### src/rtl/rca_arbiter.sv
`default_nettype none
// ============================================================================
// Module   : rca_arbiter (with ripple_carry_adder)
// Brief    : Round-robin arbiter sharing one ripple-carry adder among
//            NUM_REQ requesters; tagged response with z/n/c/v flags.
// Revision : 1.0 - initial release
// ============================================================================

module ripple_carry_adder #(
  parameter int BUS_WIDTH = 8
) (
  input  logic [BUS_WIDTH-1:0] in1,
  input  logic [BUS_WIDTH-1:0] in2,
  input  logic                 add_sub_b,
  input  logic                 sign,
  output logic [BUS_WIDTH-1:0] out,
  output logic                 z,
  output logic                 n,
  output logic                 c,
  output logic                 v
);

  logic [BUS_WIDTH-1:0] w_b;
  logic [BUS_WIDTH-1:0] w_sum;
  logic [BUS_WIDTH:0]   w_carry;

  // Subtract as in1 + ~in2 + 1, so carry-out = 1 means no borrow.
  assign w_b        = in2 ^ {BUS_WIDTH{add_sub_b}};
  assign w_carry[0] = add_sub_b;

  generate
    for (genvar i = 0; i < BUS_WIDTH; i++) begin : g_bit
      assign w_sum[i]     = in1[i] ^ w_b[i] ^ w_carry[i];
      assign w_carry[i+1] = (in1[i] & w_b[i]) | (w_carry[i] & (in1[i] ^ w_b[i]));
    end
  endgenerate

  assign out = w_sum;
  assign z   = ~|w_sum;
  assign n   = w_sum[BUS_WIDTH-1];
  assign c   = w_carry[BUS_WIDTH];
  // Overflow is only meaningful for two's-complement operands.
  assign v   = sign & (w_carry[BUS_WIDTH] ^ w_carry[BUS_WIDTH-1]);

endmodule

module rca_arbiter #(
  parameter int  BUS_WIDTH = 8,
  parameter int  NUM_REQ   = 4,
  localparam int ID_W      = $clog2(NUM_REQ)
) (
  input  logic                          clk,
  input  logic                          rst_n,
  input  logic [NUM_REQ-1:0]            req_valid,
  output logic [NUM_REQ-1:0]            req_ready,
  input  logic [NUM_REQ-1:0]            req_add_sub_b,
  input  logic [NUM_REQ-1:0]            req_sign,
  input  logic [NUM_REQ*BUS_WIDTH-1:0]  req_in1,
  input  logic [NUM_REQ*BUS_WIDTH-1:0]  req_in2,
  output logic                          rsp_valid,
  input  logic                          rsp_ready,
  output logic [ID_W-1:0]               rsp_id,
  output logic [BUS_WIDTH-1:0]          rsp_out,
  output logic                          rsp_z,
  output logic                          rsp_n,
  output logic                          rsp_c,
  output logic                          rsp_v
);

  localparam int W1 = ID_W + 1;

  typedef enum logic [1:0] {
    ST_IDLE = 2'd0,
    ST_EXEC = 2'd1,
    ST_RESP = 2'd2
  } state_t;

  state_t r_state;
  state_t w_state_nxt;

  logic [ID_W-1:0]      r_ptr;
  logic                 r_op_add_sub_b;
  logic                 r_op_sign;
  logic [BUS_WIDTH-1:0] r_op_in1;
  logic [BUS_WIDTH-1:0] r_op_in2;
  logic [ID_W-1:0]      r_op_id;

  logic [ID_W-1:0]      r_rsp_id;
  logic [BUS_WIDTH-1:0] r_rsp_out;
  logic                 r_rsp_z;
  logic                 r_rsp_n;
  logic                 r_rsp_c;
  logic                 r_rsp_v;

  logic                 w_found;
  logic [ID_W-1:0]      w_win;
  logic [W1-1:0]        w_scan;
  logic [ID_W-1:0]      w_idx;
  logic                 w_accept;
  logic [ID_W-1:0]      w_ptr_nxt;

  logic [BUS_WIDTH-1:0] w_add_out;
  logic                 w_add_z;
  logic                 w_add_n;
  logic                 w_add_c;
  logic                 w_add_v;

  // Scan from ptr upward, wrapping at NUM_REQ; the first valid wins.
  always_comb begin
    w_found = 1'b0;
    w_win   = '0;
    w_scan  = '0;
    w_idx   = '0;
    for (int k = 0; k < NUM_REQ; k++) begin
      w_scan = {1'b0, r_ptr} + W1'(k);
      if (w_scan >= W1'(NUM_REQ)) begin
        w_scan = w_scan - W1'(NUM_REQ);
      end
      w_idx = w_scan[ID_W-1:0];
      if (!w_found && req_valid[w_idx]) begin
        w_found = 1'b1;
        w_win   = w_idx;
      end
    end
  end

  assign w_accept  = (r_state == ST_IDLE) && w_found;
  assign req_ready = w_accept ? (NUM_REQ'(1) << w_win) : '0;
  assign w_ptr_nxt = (w_win == ID_W'(NUM_REQ - 1)) ? '0 : (w_win + 1'b1);

  always_ff @(posedge clk) begin
    if (!rst_n) begin
      r_state <= ST_IDLE;
    end else begin
      r_state <= w_state_nxt;
    end
  end

  always_comb begin
    w_state_nxt = r_state;
    case (r_state)
      ST_IDLE: if (w_found)   w_state_nxt = ST_EXEC;
      ST_EXEC:                w_state_nxt = ST_RESP;
      ST_RESP: if (rsp_ready) w_state_nxt = ST_IDLE;
      default:                w_state_nxt = ST_IDLE;
    endcase
  end

  ripple_carry_adder #(
    .BUS_WIDTH (BUS_WIDTH)
  ) u_adder (
    .in1       (r_op_in1),
    .in2       (r_op_in2),
    .add_sub_b (r_op_add_sub_b),
    .sign      (r_op_sign),
    .out       (w_add_out),
    .z         (w_add_z),
    .n         (w_add_n),
    .c         (w_add_c),
    .v         (w_add_v)
  );

  always_ff @(posedge clk) begin
    if (!rst_n) begin
      r_ptr          <= '0;
      r_op_add_sub_b <= 1'b0;
      r_op_sign      <= 1'b0;
      r_op_in1       <= '0;
      r_op_in2       <= '0;
      r_op_id        <= '0;
      r_rsp_id       <= '0;
      r_rsp_out      <= '0;
      r_rsp_z        <= 1'b0;
      r_rsp_n        <= 1'b0;
      r_rsp_c        <= 1'b0;
      r_rsp_v        <= 1'b0;
    end else begin
      if (w_accept) begin
        r_ptr          <= w_ptr_nxt;
        r_op_add_sub_b <= req_add_sub_b[w_win];
        r_op_sign      <= req_sign[w_win];
        r_op_in1       <= req_in1[w_win*BUS_WIDTH +: BUS_WIDTH];
        r_op_in2       <= req_in2[w_win*BUS_WIDTH +: BUS_WIDTH];
        r_op_id        <= w_win;
      end
      // Response registers load once per operation and hold through RESP.
      if (r_state == ST_EXEC) begin
        r_rsp_id  <= r_op_id;
        r_rsp_out <= w_add_out;
        r_rsp_z   <= w_add_z;
        r_rsp_n   <= w_add_n;
        r_rsp_c   <= w_add_c;
        r_rsp_v   <= w_add_v;
      end
    end
  end

  assign rsp_valid = (r_state == ST_RESP);
  assign rsp_id    = r_rsp_id;
  assign rsp_out   = r_rsp_out;
  assign rsp_z     = r_rsp_z;
  assign rsp_n     = r_rsp_n;
  assign rsp_c     = r_rsp_c;
  assign rsp_v     = r_rsp_v;

endmodule

`default_nettype wire
### config.mk
export PLATFORM = sky130hd
export DESIGN_NAME = rca_arbiter
export DESIGN_NICKNAME = d
export VERILOG_FILES = /design/src/rtl/rca_arbiter.sv
export SDC_FILE = /design/constraint.sdc
export NUM_CORES = 1
export LEC_CHECK = 0
export CORE_MARGIN = 3
export CORE_UTILIZATION = 43
export CTS_CLUSTER_DIAMETER = 30
export DETAILED_ROUTE_END_ITERATION = 8
export GPL_TIMING_DRIVEN = 0
export HOLD_SLACK_MARGIN = 0.1
export PLACE_DENSITY = 0.81
export REMOVE_ABC_BUFFERS = 1
export SLEW_MARGIN = 15
export SYNTH_ARGS = -nofsm -noshare
export SYNTH_HDL_FRONTEND = slang
export SYNTH_SLANG_ARGS = --single-unit
### constraint.sdc
create_clock -name clk -period 4.66 [get_ports clk]
set_input_delay 1.398 -clock clk [delete_from_list [all_inputs] [get_ports clk]]
set_output_delay 1.398 -clock clk [all_outputs]
set_load 0.02 [all_outputs]
==> qor.yml <==
floorplan:
  core-area_um2: 5140
  die_y_um: 79.3
  num_rows: 26
final_timing:
  tns_ns: 0
  rsz0062_at_grt: "true"
  maxSlewViolCount: 0
  max-slew-margin-rel: 0.355
  max_freq_mhz: 216
  finClkSkew_ns: 0.00589
  tightest_slew_ns: 0.965
yosys:
  ff_type: "dfxtp_1"
  top_logic_kind: "AND-OR/OR-AND gates"
  ys_sh_xor: 0.0341
  mux_share: 0.125
  avgSynthCellArea_um2: 9.14
  aoi_share: 0.213
  syn_inst: 253
  ys_sh_simple: 0.165
  async_reset_ff_frac: 0
  ys_chip_area_um2: 2310
  ys_cells: 253
  ys_warn_count: 0
  ys_types: 42
pwr:
  switching_share: 0.357
  powerDensity_nw_per_um2: 336
  clkPwrFrac: 0.197
  internal_power_mw: 0.739
  ir_worst_vdd_v: 0.000184
  power_frac_seq: 0.356
  largestPowerGroup: "combinational logic"
  switchingPower_mw: 0.411
  p_clk_mw: 0.227
  p_leak_nw: 1.37
routing:
  avgRoutedWirePerCell_um: 15.0
  first_pass_iters: 4
  via_per_inst: 5.40
  wl_met1_mm: 2.69
  ant_nets: 0
  top_layer: "met4"
  wl_met2_mm: 3.11
critical_path:
  rrSetupSlack_ns: 0.51
  path_cells: "clkdlybuf4s50_1 -> or3b_4 -> nand2_4 -> inv_6 -> ha_1 -> and2_1 -> dlygate4sd2_1"
  crit_family: "buffers and inverters"
  cp.arrival_ns: 3.22
  cpMaxStageDelayCell: "clkdlybuf4s50_1"
  critPathMaxStageDelay_ns: 0.54
  worstPathMaxFanout: 14
  cp-end-kind: "output pin"
  crit_type: "in2out"
hold_path:
  hold_class: "reg2reg"
placed_design:
  routabilityCongestion: 0.821
  dp_hpwl_mm: 4.67
flow_run:
  warnings: 30
  cap_violations: 0
clock_network:
  clk-insertion-delay-late_ns: 0.29
  clk_pin_slew_ns: 0.07
  cts_tree: "yes"
  clock_path_buffers: 2
  cts_root_buffer: "clkbuf_8"
  cts.sinks: 37
cells_and_area:
  antenna_cells: 0
  final_nets: 434
  area_delta_synth_final_pct: 47.9
  fillCellCount: 458
  logic_area_um2: 1450
run_status:
  status: "finished, final reports clean"
grt:
  track_usage: 0.199
  grt_overflow: 0
  antenna_found_initial: 0
## synth_stat cells (2+ instances only)
library cell   n  area, um^2
dfxtp_1       37         741
nand3_1       26         130
nand2_1       25        93.8
mux2i_1       24         240
o211a_1       11         110
o21ai_0       11        55.1
clkbuf_1       9        33.8
inv_1          9        33.8
a21boi_0       8        60.1
o221ai_1       8        70.1
fa_1           7         140
xnor2_1        7        61.3
a211o_1        6        52.6
and2_1         6        37.5
o211ai_1       6        45.0
a41oi_1        4        35.0
ha_1           4        50.1
nor2_1         4        15.0
nor2b_1        4        25.0
a21oi_1        3        15.0
buf_2          3        15.0
inv_2          3        11.3
mux2_2         3        33.8
buf_1          2        7.51
buf_4          2        15.0
buf_6          2        22.5
nor4_1         2        12.5
o21a_1         2        15.0
xor2_1         2        17.5
## per-stage QoR
stage / power (mW) / worst slack (ns) / hold slack, ns / instances
2_1_floorplan: 0.710 / 0.509 / 0.441 / 235
3_3_place_gp: 0.896 / -0.802 / 0.453 / 402
3_5_place_dp: 0.907 / -0.844 / 0.461 / 402
4_1_cts: 1.15 / -0.0314 / 0.470 / 413
5_1_grt: 1.23 / -0.0422 / 0.489 / 414
6_report: 1.15 / 0.0375 / 0.463 / 414
## placed cells by master (no fill, tap or decap), types with 2 or more instances in the layout
master and n:
clkdlybuf4s50_1 91, xnor2_1 7, mux2i_1 24, a41oi_1 4
nand3_1 26, clkbuf_2 2, inv_1 9, fa_1 7
a21boi_0 7, o211a_1 11, dfxtp_1 37, o21a_1 2
a211o_1 6, clkbuf_8 6, o21ai_0 11, dlygate4sd2_1 2
a21oi_1 3, o221ai_1 8, o211ai_1 6, nor2_1 4
nor4_1 2, xor2_1 2, buf_4 5, and2_1 6
mux2_2 3, nand2_1 25, ha_1 4, nor2b_1 3
## tightest hold or removal path, cell delays in order (launching register included)
cell and delay (ns):
dfxtp_1 0.31, nand2_1 0.04, a21boi_0 0.06
## kinds of logic after synthesis
family | after synthesis
adders and majority gates | 11
AOI/OAI and AO/OA | 63
muxes | 28
and+or+nand+nor | 75
buffers and inverters | 30
DFF | 37
xor gates and xnor gates | 9
## flip-flops by register name, indices dropped and copies added (netlist names)
name / flops
r_op_in1: 8
r_op_in2: 8
rsp_out: 8
r_op_id: 2
r_ptr: 2
r_state: 2
rsp_id: 2
r_op_add_sub_b: 1
r_op_sign: 1
rsp_c: 1
rsp_v: 1
rsp_z: 1
## repair_timing
item	CTS	global route
endpoints found under the setup margin	4	4
pin swaps	2	1
hold buffers	0	0
gates resized	14	6
setup buffers	4	1
## path summary, 6_finish.rpt
| kind | cells after the start | start | to |
|---|---|---|---|
| min | 2 | rsp_id[0] | rsp_id[0] |
| min reg2reg | 2 | rsp_id[0] | rsp_id[0] |
| max | 7 | req_valid[2] | req_ready[3] |
| max reg2reg | 14 | r_op_add_sub_b | rsp_z |
## cell type report
cell class,count,area share
clock buffer,7,0.0252
timing repair buffer,102,0.290
tap,70,0.0256
sequential,37,0.217
inverter,12,0.0183
multi-input combinational,186,0.424
## layer usage
layer / track usage / vias to the layer above
li1: - / 1099
met2: 0.331 / 84
met3: 0.0363 / 7
met1: 0.260 / 1047
met5: 0 / -
met4: 0.0619 / 0
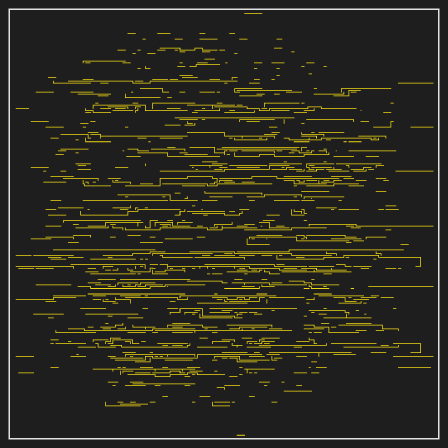
layer_met1.png
nets with wire on the layer = 385
longest straight run = 25.3 um
main direction = horizontal
wire length on this layer = 2690 um
share of all routed wire = 43%
Vias: 2237
Total Wirelength: 6.22 mm

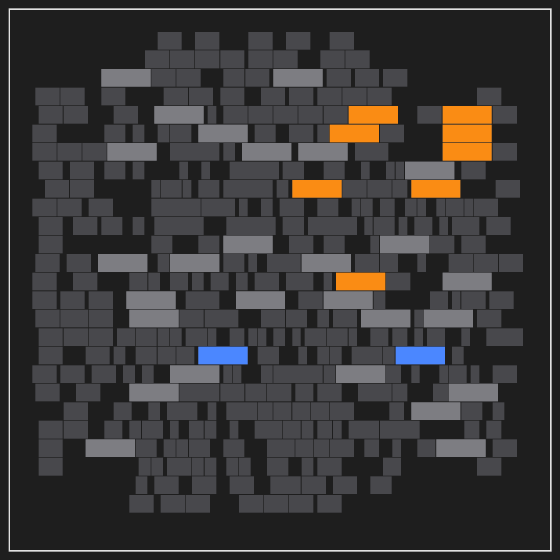
flops_by_reg.png
Other sequential cells in the stronger grey, the rest of the logic in the fainter grey.
r_ptr -> blue  # flops 2
rsp_out -> orange  # flops 8, where north-east
fin util: 0.666
register area: 741 um^2
sequential power: 0.410 mW
sequential share of cell area: 0.217

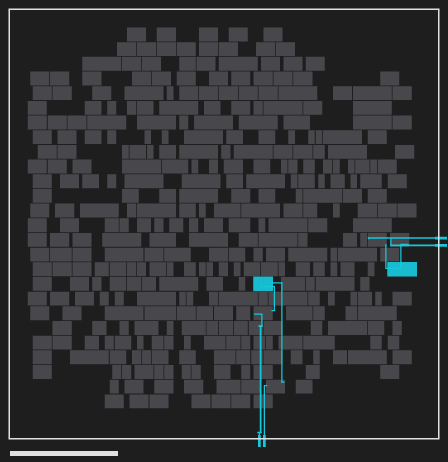
io_fan.png
Bar = 20 um.
req_sign -> cyan  # bits 4, direction input, end cells 3, buffers 4, wire 96.6 um
num ports: 98
port bufs: 97

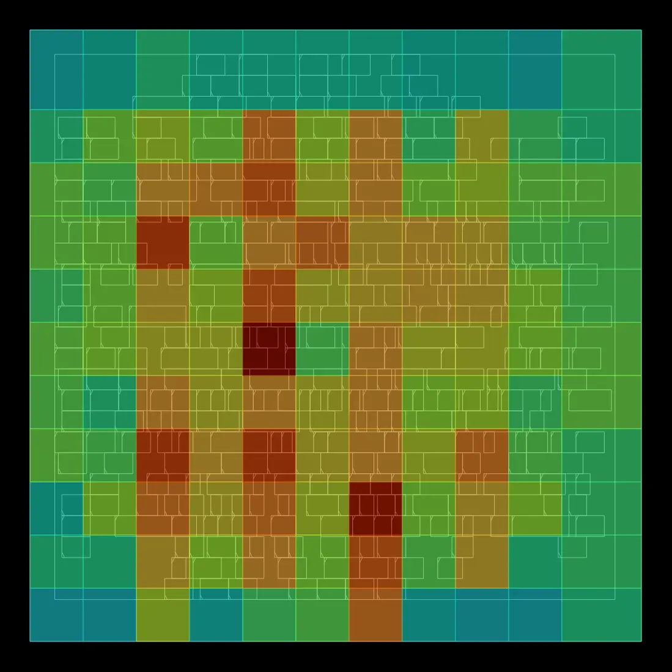
congestion.png
Top Usage Layer GRT: met2
grt met3 use: 0.0363

Power is estimated from default activity; no workload was simulated.
